`src/rtl/fifo_pkg.sv`:
```
// Shared constants and types for the synchronous FIFO.
//   DATA_WIDTH  : width of a stored word
//   DEPTH       : number of storage entries (power of two)
//   ADDR_WIDTH  : pointer width, log2(DEPTH)
//   COUNT_WIDTH : occupancy counter width; one extra bit so DEPTH is representable
package fifo_pkg;
  localparam int DATA_WIDTH  = 8;
  localparam int DEPTH       = 8;
  localparam int ADDR_WIDTH  = $clog2(DEPTH);
  localparam int COUNT_WIDTH = ADDR_WIDTH + 1;

  typedef logic [DATA_WIDTH-1:0]  data_t;
  typedef logic [ADDR_WIDTH-1:0]  addr_t;
  typedef logic [COUNT_WIDTH-1:0] count_t;

  localparam count_t FULL_COUNT = count_t'(DEPTH);
endpackage

```
`src/rtl/sync_fifo_if.sv`:
```
// Handshake/data bundle between a FIFO user and the FIFO.
//   en      : block enable; 0 freezes all FIFO state
//   rd, wr  : read / write requests
//   dataIn  : write data
//   dataOut : registered read data
//   empty   : occupancy == 0
//   full    : occupancy == DEPTH
// master = producer/consumer side, slave = FIFO side.
interface sync_fifo_if;
  import fifo_pkg::*;

  logic  en;
  logic  rd;
  logic  wr;
  data_t dataIn;
  data_t dataOut;
  logic  empty;
  logic  full;

  modport master (
    output en, rd, wr, dataIn,
    input  dataOut, empty, full
  );

  modport slave (
    input  en, rd, wr, dataIn,
    output dataOut, empty, full
  );
endinterface

```
`src/rtl/fifo_mem.sv`:
```
// DEPTH x DATA_WIDTH storage array, no reset.
//   clk   : write clock
//   we    : write enable
//   waddr : write address
//   wdata : write data
//   raddr : read address
//   rdata : asynchronous read data (registered by the caller)
module fifo_mem
  import fifo_pkg::*;
(
  input  logic  clk,
  input  logic  we,
  input  addr_t waddr,
  input  data_t wdata,
  input  addr_t raddr,
  output data_t rdata
);

  data_t mem [DEPTH];

  always_ff @(posedge clk) begin
    if (we) begin
      mem[waddr] <= wdata;
    end
  end

  assign rdata = mem[raddr];

endmodule

```
`src/rtl/sync_fifo.sv`:
```
// Single-clock FIFO with registered read data and empty/full flags.
//   clk   : rising-edge clock
//   reset : asynchronous active-low reset; clears pointers, count and dataOut
//   bus   : sync_fifo_if.slave (en, rd, wr, dataIn, dataOut, empty, full)
// Flags decode the registered count, so no input reaches an output combinationally.
module sync_fifo
  import fifo_pkg::*;
(
  input  logic        clk,
  input  logic        reset,
  sync_fifo_if.slave  bus
);

  addr_t  wptr_q, wptr_d;
  addr_t  rptr_q, rptr_d;
  count_t count_q, count_d;
  data_t  dout_q, dout_d;

  logic   empty_w;
  logic   full_w;
  logic   rd_acc;
  logic   wr_acc;
  data_t  rdata;

  assign empty_w = (count_q == '0);
  assign full_w  = (count_q == FULL_COUNT);

  // A write into a full FIFO is allowed only when a read frees a slot on the same edge.
  assign rd_acc = bus.en & bus.rd & ~empty_w;
  assign wr_acc = bus.en & bus.wr & (~full_w | rd_acc);

  fifo_mem u_mem (
    .clk   (clk),
    .we    (wr_acc),
    .waddr (wptr_q),
    .wdata (bus.dataIn),
    .raddr (rptr_q),
    .rdata (rdata)
  );

  always_comb begin
    wptr_d  = wptr_q;
    rptr_d  = rptr_q;
    count_d = count_q;
    dout_d  = dout_q;

    if (wr_acc) begin
      wptr_d = wptr_q + 1'b1;
    end
    if (rd_acc) begin
      rptr_d = rptr_q + 1'b1;
      dout_d = rdata;
    end

    unique case ({wr_acc, rd_acc})
      2'b10:   count_d = count_q + 1'b1;
      2'b01:   count_d = count_q - 1'b1;
      default: count_d = count_q;
    endcase
  end

  always_ff @(posedge clk or negedge reset) begin
    if (!reset) begin
      wptr_q  <= '0;
      rptr_q  <= '0;
      count_q <= '0;
      dout_q  <= '0;
    end else begin
      wptr_q  <= wptr_d;
      rptr_q  <= rptr_d;
      count_q <= count_d;
      dout_q  <= dout_d;
    end
  end

  assign bus.dataOut = dout_q;
  assign bus.empty   = empty_w;
  assign bus.full    = full_w;

endmodule

```
`src/flat_wrapper.sv`:
```
// flat-port wrapper written by rule: the top's interface ports become plain ports
module sync_fifo_flat import fifo_pkg::*;
  (clk, reset, bus_en, bus_rd, bus_wr, bus_dataIn, bus_dataOut, bus_empty, bus_full);
  sync_fifo_if bus_i ();
  input  logic clk;
  input  logic reset;
  input wire logic [$bits(bus_i.en)-1:0] bus_en;
  input wire logic [$bits(bus_i.rd)-1:0] bus_rd;
  input wire logic [$bits(bus_i.wr)-1:0] bus_wr;
  input wire logic [$bits(bus_i.dataIn)-1:0] bus_dataIn;
  output wire logic [$bits(bus_i.dataOut)-1:0] bus_dataOut;
  output wire logic [$bits(bus_i.empty)-1:0] bus_empty;
  output wire logic [$bits(bus_i.full)-1:0] bus_full;
  assign bus_i.en = bus_en;
  assign bus_i.rd = bus_rd;
  assign bus_i.wr = bus_wr;
  assign bus_i.dataIn = bus_dataIn;
  assign bus_dataOut = bus_i.dataOut;
  assign bus_empty = bus_i.empty;
  assign bus_full = bus_i.full;
  sync_fifo u_core (.clk(clk), .reset(reset), .bus(bus_i));
endmodule
```
`config.mk`:
```
export PLATFORM = sky130hd
export DESIGN_NAME = sync_fifo_flat
export DESIGN_NICKNAME = d
export VERILOG_FILES = /design/src/rtl/fifo_pkg.sv /design/src/rtl/sync_fifo_if.sv /design/src/rtl/fifo_mem.sv /design/src/rtl/sync_fifo.sv /design/src/flat_wrapper.sv
export SDC_FILE = /design/constraint.sdc
export NUM_CORES = 1
export LEC_CHECK = 0
export CAP_MARGIN = 20
export CORE_MARGIN = 2
export CORE_UTILIZATION = 57
export CTS_CLUSTER_DIAMETER = 40
export DETAILED_ROUTE_END_ITERATION = 10
export GPL_ROUTABILITY_DRIVEN = 0
export PLACE_DENSITY = 0.84
export SYNTH_ARGS = -nofsm -noshare
export SYNTH_HDL_FRONTEND = slang
export SYNTH_SLANG_ARGS = --single-unit
```
`constraint.sdc`:
```
create_clock -name clk -period 3.6 [get_ports clk]
set_clock_uncertainty 0.1 [all_clocks]
set_input_delay 0.72 -clock clk [delete_from_list [all_inputs] [get_ports clk]]
set_output_delay 0.72 -clock clk [all_outputs]
set_load 0.01 [all_outputs]
```
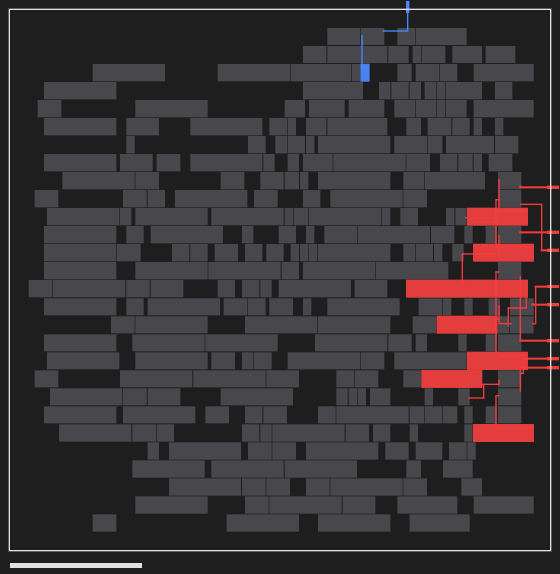
run_1/port_nets.png
The bar under the picture is 20 microns long.
- red: `bus_dataOut` (direction output; edge right; end cells 8; buffers 8; wire 147 microns)
- blue: `bus_full` (direction output; edge top; end cells 1; buffers 1; wire 12.0 microns)

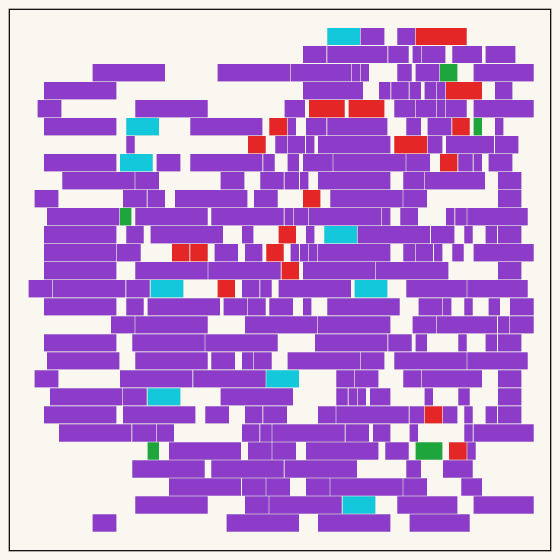
run_1/drive_strength.png
- purple: drive 1 or less (cells 233; share 88%; most used edfxtp_1)
- cyan: drive 6 and up (cells 9; share 3.4%; most used clkbuf_8)
- red: drive 3 to 4 (cells 18; share 6.8%; most used buf_4)
- green: drive 2 (cells 5; share 1.9%; most used clkinv_2)

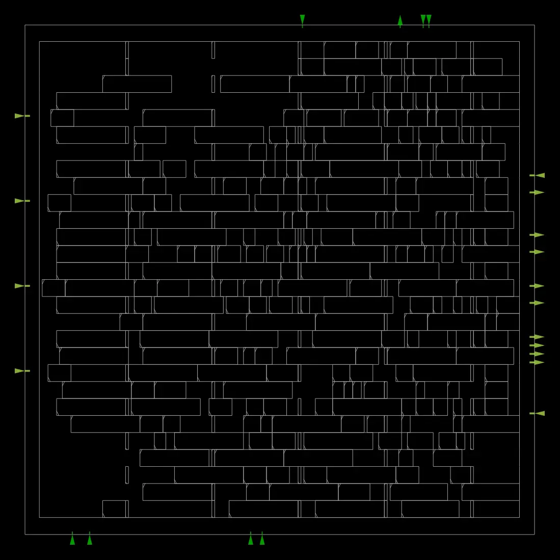
run_1/final_placement.png
sequential fraction of total cell area: 60.25%
FP Rows: 28
Tapcell Cnt: 75
Flops: 82

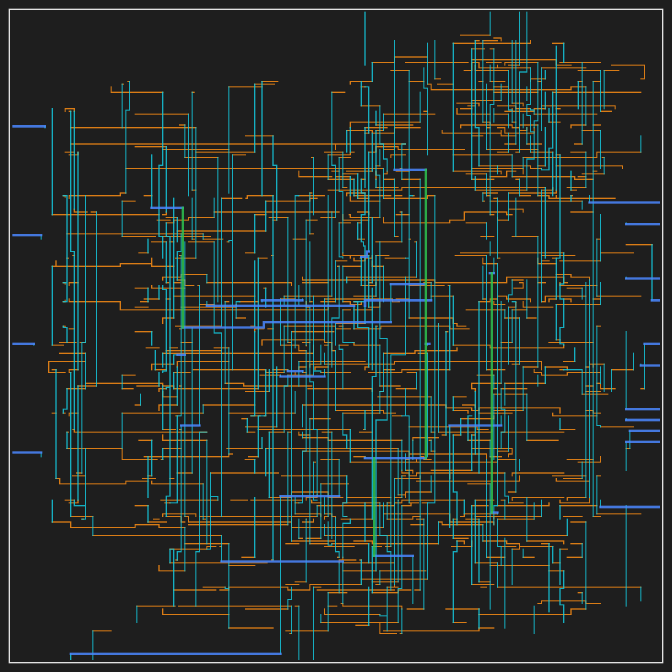
run_1/metal_stack.png
- orange: met1 (wire length 2640 microns)
- blue: met3 (wire length 210 microns)
- cyan: met2 (wire length 3180 microns)
- green: met4 (wire length 93.2 microns)

==> results.yml, run 1 <==
# implementation run metrics
setup_path:
  worstSetupPathType: "register to primary output"
  worstPathRequired_ps: 2780
  crit_arrival_ps: 2020
  regToRegStartpoint: "u_core.count_q[0]"
  worst_setup_path_end_kind: "primary output"
  cp-start-kind: "register"
  r2r_slack_ps: 1130
  rr_worst_depth: 9
  reg2reg_to: "u_core.count_q[3]"
  cp_max_fo: 7
clock_tree:
  clk_path_buf_depth: 2
  cts_resized: 0
  ctsRootBufferMaster: "clkbuf_8"
  postCtsHoldBufs: 0
  clkLatencyLatePin_ps: 350
  postCtsSetupRepairBufs: 0
  cts_sinks: 82
  htreeDepth: 3
  cts_buffers: 9
  cts.clk_slew.worst_paths_ps: 80
  cts_tree: "done"
logic_synthesis:
  post-synth-top-count-cell: "edfxtp_1"
  ys_ff: 82
  ys_types: 36
  syn_avg_cell_area_sq_um: 15.29
  synthArstFlopShare_pct: 21.95
  mux_area_share_pct: 11.14
  synth_top_flop_cell: "edfxtp_1"
  ys_chip_area_sq_um: 3426
  yosys-stat-cells: 224
  syn_nets: 242
  top_area_cell: "edfxtp_1"
  ys_sh_aoi_pct: 7.085
  yosys.area_share.simple_pct: 6.976
  syn_area_sq_um: 3426
  ys_top_logic_family: "multiplexers"
  xor_share_pct: 1.534
  top_cells_by_area: "edfxtp_1 (56%), dfrtp_1 (13%), mux2i_1 (9.9%), a22oi_1 (3.5%), nand2_1 (1.5%)"
  fa_ha_area_share_pct: 2.045
  common_cells: "edfxtp_1 (64), mux2i_1 (34), dfrtp_1 (18)"
  top_area_share_pct: 56.10
  syn_inst: 224
  synth-edff-count: 64
  ys_warn_count: 0
  synth_seq_share_pct: 69.25
floorplan:
  fp.dieH_microns: 81.53
  die_w_microns: 81.53
  pin_count: 23
  chip_area_sq_um: 6646
  initCoreUtil_pct: 58.55
  core_area_sq_um: 5851
grt:
  grt_antenna_before_repair: 0
  grt_remaining_overflow: 0
  grt_max_degree: 35
  grt_pass1_wl_microns: 9508
  grt_pass1_vias: 1912
  grt_util_all_layers_pct: 20.28
final_layout:
  antenna_cells: 0
  syn_to_final_growth_pct: 14.94
  nFillCells: 405
  design_area_sq_um: 3938
  final_util_pct: 67.30
  logic_area_sq_um: 985.9
  seq_area_sq_um: 2372
  layout-drive-gt1-share_pct: 12.08
  nNetsFinal: 278
place:
  placed_cell_area_sq_um: 3785
  hpwlAfterDp_microns: 4136
  io_buffer_count: 22
min_path:
  min_to: "u_core.bus.dataOut[5]"
  whs_path_depth: 2
  hp-class: "register to register"
  hold_start: "u_core.bus.dataOut[5]"
final_timing:
  fin_setup_tns_ps: 0
  worstMarginPinSlew_ps: 798.4
  maxSlewViolCount: 0
  period_minus_slack_ps: 2841
  hold_viol: 0
  max_freq_mhz: 352.0
  finalCritPeriodShare_pct: 78.91
  relSlewSlack_pct: 46.61
  holdWs_ps: 417.3
  setup_violations: 0
  rsz0062_at_grt: "false"
job:
  tool_warnings: 26
  drv_cap: 0
route:
  wl_per_cell_microns: 17.99
  vias: 1956
  drt-initial-drc-count: 214
  antenna_left: 0
  avgViaCountPerCell: 5.753
  route.detailed.drc: 0
  dr.pass1.iters: 4
  wl_microns: 6116
power_and_ir_drop:
  p_total_w: 0.002738
  irDropWorstVdd_v: 0.0004695
  leakage_nw: 1.503
  powerDensity_nw_per_um2: 695.4
outcome:
  status: "complete, no violations"
==> run 1: layer usage <==
layer	up-vias	wire (microns)	global-route usage (%)
met4	0	93	8.475
li1	924	-	-
met3	10	210	4.286
met1	972	2635	25.47
met2	50	3176	34.26
met5	-	0	0
==> run 1: worst max-delay path: stages (launching register included) <==
cell and delay, ps:
dfrtp_1 460, or4b_4 610, inv_1 80, clkdlybuf4s50_1 530
==> run 1: kinds of logic after synthesis <==
logic type,Yosys count
AND/OR/NAND/NOR,48
AND-OR/OR-AND,32
XOR/XNOR,6
flip-flops,82
adder cells (fa/ha/maj),5
multiplexers,37
buffers and inverters,14
==> run 1: area by class of cell <==
| cell class | instances | share of cell area (%) |
|---|---|---|
| sequential | 82 | 60.25 |
| multi-input combinational | 128 | 25.04 |
| timing repair buffer | 35 | 8.071 |
| clock buffer | 11 | 3.337 |
| tap | 75 | 2.383 |
| clock inverter | 5 | 0.5402 |
| inverter | 4 | 0.3813 |
==> run 1: per-stage QoR <==
stage | std cells | setup slack, ps
after floorplan | 224 | 1152
after global placement | 324 | 588.0
after detailed placement | 324 | 514.3
after CTS | 340 | 742.7
after global routing | 340 | 690.2
final | 340 | 759.3
==> run 1: state kept, by name, summed over array words and instances (netlist names) <==
signal / count
u_core.u_mem.mem: 64
u_core.bus.dataOut: 8
u_core.count_q: 4
u_core.rptr_q: 3
u_core.wptr_q: 3
==> run 1: worst max path at each step <==
stage | start | endpoint | slack, ps | cells after the start
after floorplan | bus_en | u_core.u_mem.mem[0][0] | 1150 | 4
after detailed placement | bus_rd | u_core.count_q[3] | 510 | 9
after global placement | bus_rd | u_core.count_q[3] | 590 | 9
after CTS | u_core.count_q[2] | bus_full | 740 | 3
after global routing | u_core.count_q[2] | bus_full | 690 | 3
final | u_core.count_q[2] | bus_full | 760 | 3
==> run 1: layout by cell type, fill, tap and decap left out, types with 2 or more instances in the layout <==
cell / netlist / routed
edfxtp_1: 64 / 64
mux2i_1: 34 / 34
clkdlybuf4s50_1: 0 / 22
dfrtp_1: 18 / 18
a22oi_1: 16 / 16
nand2_1: 14 / 14
buf_4: 0 / 13
nor2_1: 9 / 9
o21ai_0: 9 / 9
clkbuf_8: 0 / 9
nand3_1: 8 / 8
nor3_1: 4 / 4
xnor2_1: 4 / 4
ha_1: 4 / 4
inv_1: 3 / 3
nor2b_1: 3 / 3
clkinv_1: 0 / 3
and2_1: 2 / 2
nand2b_1: 2 / 2
mux2_4: 2 / 2
xor2_1: 2 / 2
clkinv_2: 0 / 2
clkbuf_1: 0 / 2
==> run 1: power breakdown <==
part | total, W | switching, W | leakage (nW) | internal (W)
Clock | 0.000549 | 0.000308 | 0.0796 | 0.000242
Combinational | 0.000885 | 0.000456 | 0.631 | 0.000429
Sequential | 0.00130 | 0.000122 | 0.792 | 0.00118
Total | 0.00274 | 0.000886 | 1.50 | 0.00185
run_1/cell_classes.png
Fill, decap, tap and diode cells in gray.
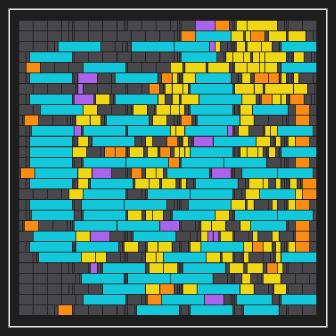

==> run 2, diff against run 1 <==
==> constraint.sdc (replaced) <==
create_clock -name clk -period 2.86 [get_ports clk]
set_clock_uncertainty 0.1 [all_clocks]
set_input_delay 0.572 -clock clk [delete_from_list [all_inputs] [get_ports clk]]
set_output_delay 0.572 -clock clk [all_outputs]
set_load 0.01 [all_outputs]
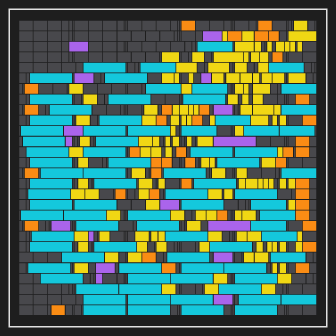
run_2/cell_classes.png
Fill, decap, tap and diode cells in gray.
- yellow: all other logic (cells 132)
- cyan: flip-flops (cells 82)
- orange: other buffers and delay cells (cells 40)
- purple: clock drivers and dummy loads (cells 16)

==> results.yml, run 2 <==
# implementation run metrics
outcome:
  status: "complete, no violations"
logic_synthesis:
  yosys-stat-cells: 224
  top_area_cell: "edfxtp_1"
  ys_sh_aoi_pct: 7.085
  fa_ha_area_share_pct: 2.045
  top_area_share_pct: 56.10
  ys_warn_count: 0
  ys_types: 36
  syn_inst: 224
  synth_seq_share_pct: 69.25
  mux_area_share_pct: 11.14
  ys_chip_area_sq_um: 3426
  ys_ff: 82
  yosys.area_share.simple_pct: 6.976
  synthArstFlopShare_pct: 21.95
  ys_top_logic_family: "multiplexers"
  synth-edff-count: 64
  top_cells_by_area: "edfxtp_1 (56%), dfrtp_1 (13%), mux2i_1 (9.9%), a22oi_1 (3.5%), nand2_1 (1.5%)"
  syn_nets: 242
  post-synth-top-count-cell: "edfxtp_1"
  common_cells: "edfxtp_1 (64), mux2i_1 (34), dfrtp_1 (18)"
  syn_area_sq_um: 3426
  syn_avg_cell_area_sq_um: 15.29
  xor_share_pct: 1.534
final_layout:
  final_util_pct: 69.08
  antenna_cells: 0
  layout-drive-gt1-share_pct: 15.19
  logic_area_sq_um: 985.9
  nNetsFinal: 283
  seq_area_sq_um: 2372
  syn_to_final_growth_pct: 17.97
  final_cell_mix: "edfxtp_1 (64), mux2i_1 (34), clkdlybuf4s50_1 (22), buf_4 (18), dfrtp_1 (18)"
  nFillCells: 384
setup_path:
  cp_max_fo: 10
  crit_arrival_ps: 2090
  slowest_delay_ps: 540
  worstSetupPathType: "register to primary output"
  cp-start-kind: "register"
  path_buffers: 2
  cp_cell_sequence: "nor4_1 > buf_4 > clkdlybuf4s50_1"
  path_delay_family: "buffers and inverters"
  slowest_stage: "clkdlybuf4s50_1"
floorplan:
  pin_count: 23
  fp.dieH_microns: 81.53
  num_rows: 28
  die_w_microns: 81.53
  initCoreUtil_pct: 58.55
  chip_area_sq_um: 6646
  core_area_sq_um: 5851
final_timing:
  setup_violations: 0
  max_freq_mhz: 361.4
  finalCritPeriodShare_pct: 96.74
  worstMarginPinSlew_ps: 810.4
  rsz0062_at_grt: "false"
  relSlewSlack_pct: 45.80
  maxSlewViolCount: 0
clock_tree:
  ctsRootBufferMaster: "clkbuf_8"
  cts.clk_slew.worst_paths_ps: 80
  postCtsHoldBufs: 0
  cts_resized: 0
  clkLatencyLatePin_ps: 350
  htreeDepth: 3
  postCtsSetupRepairBufs: 0
  cts_buffers: 9
  cts_tree: "done"
  cts_sinks: 82
power_and_ir_drop:
  p_switching_w: 0.001150
  switching_share_pct: 31.06
  p_clk_share_pct: 24.5
  leakage_nw: 1.559
  powerDensity_nw_per_um2: 915.8
  irDropWorstVdd_v: 0.0006646
  comb_power_share_pct: 31.0
  seqPwrFrac_pct: 44.4
  p_int_w: 0.002551
grt:
  grt_util_all_layers_pct: 21.55
  grt_pass1_wl_microns: 9984
  grt_remaining_overflow: 0
  grt_pass1_vias: 1952
route:
  avgViaCountPerCell: 5.629
  antenna_left: 0
  wl_microns: 6418
  dr.pass1.iters: 4
  route.detailed.drc: 0
  vias: 1942
place:
  io_buffer_count: 22
min_path:
  hp-class: "register to register"
job:
  drv_cap: 0
  tool_warnings: 26
run 2: cell count changes in the layout (fill, tap and decap cells not counted):
cell	previous run	this run
clkbuf_1	2	1
bufinv_16	0	2
clkinv_1	3	0
clkbuf_8	9	10
clkinvlp_4	0	1
buf_4	13	18
run 2: cell type report:
cell class	count	share of cell area (%)
clock buffer	11	3.498
clock inverter	5	1.920
inverter	4	0.3715
multi-input combinational	128	24.40
sequential	82	58.70
tap	75	2.322
timing repair buffer	40	8.793
run 2: logic make-up after synthesis:
family          after synthesis
flops                        82
buf+inv                      14
xor+xnor                      6
compound gates               32
mux                          37
simple gates                 48
fa+ha+maj                     5
run 2: per-stage QoR:
step                hold slack, ps  instance area [sq um]  cells  worst slack, ps  TNS, ps
floorplan                    176.4                   3426    224            560.0        0
global placement             388.1                   3822    329            98.90        0
detailed placement           396.3                   3822    329           -2.824   -2.824
CTS                          419.9                   4041    345            82.11        0
global route                 459.4                   4041    345            10.72        0
finish                       417.0                   4041    345            93.27        0
run 2: worst reg2reg max path: stages (launching register included):
cell and delay [ps]:
dfrtp_1 470, nor4_1 490, or3_1 230, inv_2 80, ha_1 320, and3_2 240, nor3_1 220, a2bb2oi_1 180
o22a_1 160
run 2: metal layers:
layer | vias up | wire (microns) | global-route usage [%]
met5 | - | 0 | 0
met4 | 0 | 55 | 9.322
met3 | 7 | 336 | 4.945
met2 | 46 | 3275 | 35.57
met1 | 960 | 2750 | 27.43
li1 | 929 | - | -
run 2: power groups by stage:
stage / logic, W / clock network (W) / registers (W)
6_report: 0.00115 / 0.000908 / 0.00164
2_1_floorplan: 0.000783 / 0 / 0.00164
5_1_grt: 0.00126 / 0.000981 / 0.00167
4_1_cts: 0.00115 / 0.000921 / 0.00164
3_3_place_gp: 0.00110 / 0 / 0.00165
3_5_place_dp: 0.00114 / 0 / 0.00166
run 2: path summary, 6_finish.rpt:
| check | startpoint | to | slack, ps | cells past startpoint |
|---|---|---|---|---|
| max in group asynchronous | reset | u_core.bus.dataOut[5] | 1570 | 1 |
| min in group asynchronous | reset | u_core.bus.dataOut[0] | 590 | 1 |
| setup / recovery | u_core.count_q[2] | bus_empty | 90 | 3 |
| hold reg to reg | u_core.bus.dataOut[1] | u_core.bus.dataOut[1] | 420 | 2 |
| hold / removal | u_core.bus.dataOut[1] | u_core.bus.dataOut[1] | 420 | 2 |
| setup reg to reg | u_core.count_q[2] | u_core.count_q[3] | 330 | 8 |
run_2/port_nets.png
The bar under the picture is 20 microns long.
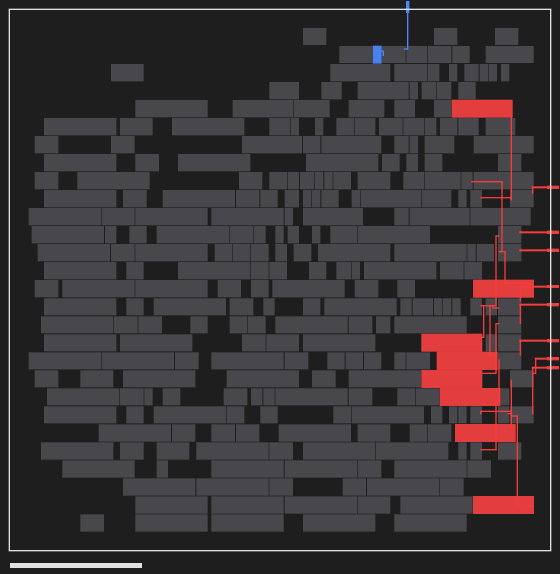

==> run 3, diff against run 2 <==
==> constraint.sdc (replaced) <==
create_clock -name clk -period 3.4 [get_ports clk]
set_clock_uncertainty 0.1 [all_clocks]
set_input_delay 0.68 -clock clk [delete_from_list [all_inputs] [get_ports clk]]
set_output_delay 0.68 -clock clk [all_outputs]
set_load 0.01 [all_outputs]
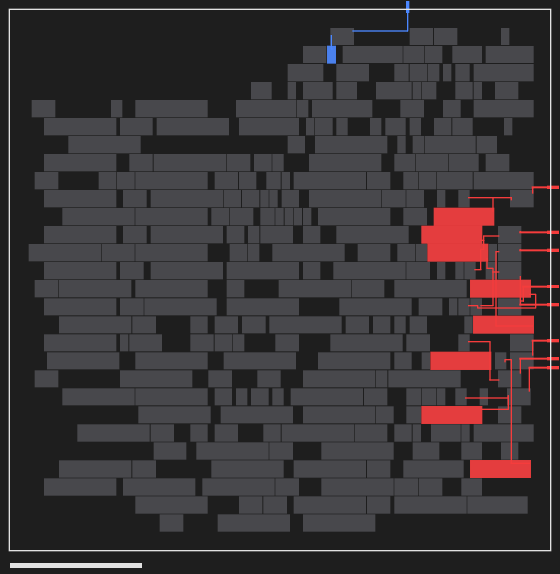
run_3/port_nets.png
The bar under the picture is 20 microns long.
- red: `bus_dataOut` (direction output; edge right; end cells 8; buffers 8; wire 146 microns)
- blue: `bus_full` (direction output; edge top; end cells 1; buffers 1; wire 13.4 microns)

==> results.yml, run 3 <==
# implementation run metrics
floorplan:
  core_area_sq_um: 5851
  fp.dieH_microns: 81.53
  num_rows: 28
  pin_count: 23
  die_w_microns: 81.53
grt:
  grt_pass1_wl_microns: 9218
  grt_util_all_layers_pct: 19.77
  grt_remaining_overflow: 0
route:
  dr.pass1.iters: 4
  antenna_left: 0
  avgViaCountPerCell: 5.572
  dr_wl_met3_microns: 440
  vias: 1900
  route.detailed.drc: 0
  route.met2.wl_microns: 2973
  met1Wirelength_microns: 2497
  highest-signal-layer: "met4"
  wl_microns: 5952
clock_tree:
  ctsRootBufferMaster: "clkbuf_8"
  htreeDepth: 3
  cts_resized: 0
  postCtsHoldBufs: 0
  cts_tree: "done"
  cts.clk_slew.worst_paths_ps: 80
  cts_buffers: 9
  clkLatencyLatePin_ps: 340
setup_path:
  crit_arrival_ps: 2020
  cp_max_fo: 7
  worstSetupPathType: "register to primary output"
  rr_worst_depth: 9
  cp-start-kind: "register"
  regToRegStartpoint: "u_core.count_q[0]"
final_layout:
  antenna_cells: 0
  final_util_pct: 68.80
  layout-drive-gt1-share_pct: 13.91
  final_cell_mix: "edfxtp_1 (64), mux2i_1 (34), clkdlybuf4s50_1 (22), dfrtp_1 (18), a22oi_1 (16)"
  nNetsFinal: 279
final_timing:
  relSlewSlack_pct: 47.06
  maxSlewViolCount: 0
  setup_slack_ps: 602.3
  worstMarginPinSlew_ps: 791.6
  max_freq_mhz: 357.4
logic_synthesis:
  syn_inst: 224
  ys_ff: 82
  synth-edff-count: 64
  ys_warn_count: 0
  synth_seq_share_pct: 69.25
  ys_chip_area_sq_um: 3426
  top_cells_by_area: "edfxtp_1 (56%), dfrtp_1 (13%), mux2i_1 (9.9%), a22oi_1 (3.5%), nand2_1 (1.5%)"
  yosys-stat-cells: 224
  ys_types: 36
  top_area_share_pct: 56.10
  syn_area_sq_um: 3426
  top_area_cell: "edfxtp_1"
  syn_avg_cell_area_sq_um: 15.29
  syn_nets: 242
  post-synth-top-count-cell: "edfxtp_1"
power_and_ir_drop:
  powerDensity_nw_per_um2: 776.7
  irDropWorstVdd_v: 0.0007040
  leakage_nw: 1.548
place:
  post-place-ws_ps: 355.6
  io_buffer_count: 22
min_path:
  whs_path_depth: 2
  hold_start: "u_core.bus.dataOut[2]"
  min_to: "u_core.bus.dataOut[2]"
job:
  drv_cap: 0
outcome:
  status: "complete, no violations"
[run 3: cell counts after synthesis]
No cell type changed its count.
[run 3: cell families after synthesis]
family	count (synthesis)	share of synthesized area, %
flip-flops	82	69.25
AND/OR/NAND/NOR	48	6.976
multiplexers	37	11.14
AND-OR/OR-AND	32	7.086
buffers and inverters	14	1.972
XOR/XNOR	6	1.534
adder cells (fa/ha/maj)	5	2.045
[run 3: report_power, final]
group          internal [W]  total, W  switching (W)
Combinational      0.000457  0.000940       0.000483
Clock              0.000484  0.000809       0.000325
Sequential          0.00125   0.00138       0.000127
Total               0.00219   0.00313       0.000935
[run 3: stage by stage]
| stage | cells | area (sq um) |
|---|---|---|
| 4_1_cts | 341 | 4025 |
| 6_report | 341 | 4025 |
| 3_5_place_dp | 325 | 3792 |
| 3_3_place_gp | 325 | 3792 |
| 2_1_floorplan | 224 | 3426 |
| 5_1_grt | 341 | 4025 |
[run 3: area by class of cell]
class	instances	area, sq um
Multi-Input combinational cell	128	985.9
Tap cell	75	93.84
Clock buffer	10	127.6
Clock inverter	6	105.1
Timing Repair Buffer	36	325.3
Sequential cell	82	2372
Fill cell	397	1826
Inverter	4	15.01
[run 3: per-layer routing]
metal	up-vias	GRT usage, %
met5	-	0
met4	0	11.19
met3	2	3.407
met2	70	30.98
met1	903	26.25
li1	925	-
[run 3: worst max-delay path by stage]
stage | from | endpoint | slack [ps]
floorplan | bus_en | u_core.u_mem.mem[0][0] | 990
global placement | bus_rd | u_core.count_q[3] | 460
detailed placement | bus_rd | u_core.count_q[3] | 360
CTS | u_core.count_q[2] | bus_full | 580
global route | u_core.count_q[2] | bus_full | 510
finish | u_core.count_q[2] | bus_full | 600
[run 3: critical path, cell delays in order (launching register included)]
cell	delay, ps
dfrtp_1	460
or4b_4	610
inv_1	70
clkdlybuf4s50_1	530
Power is estimated from default activity; no workload was simulated.
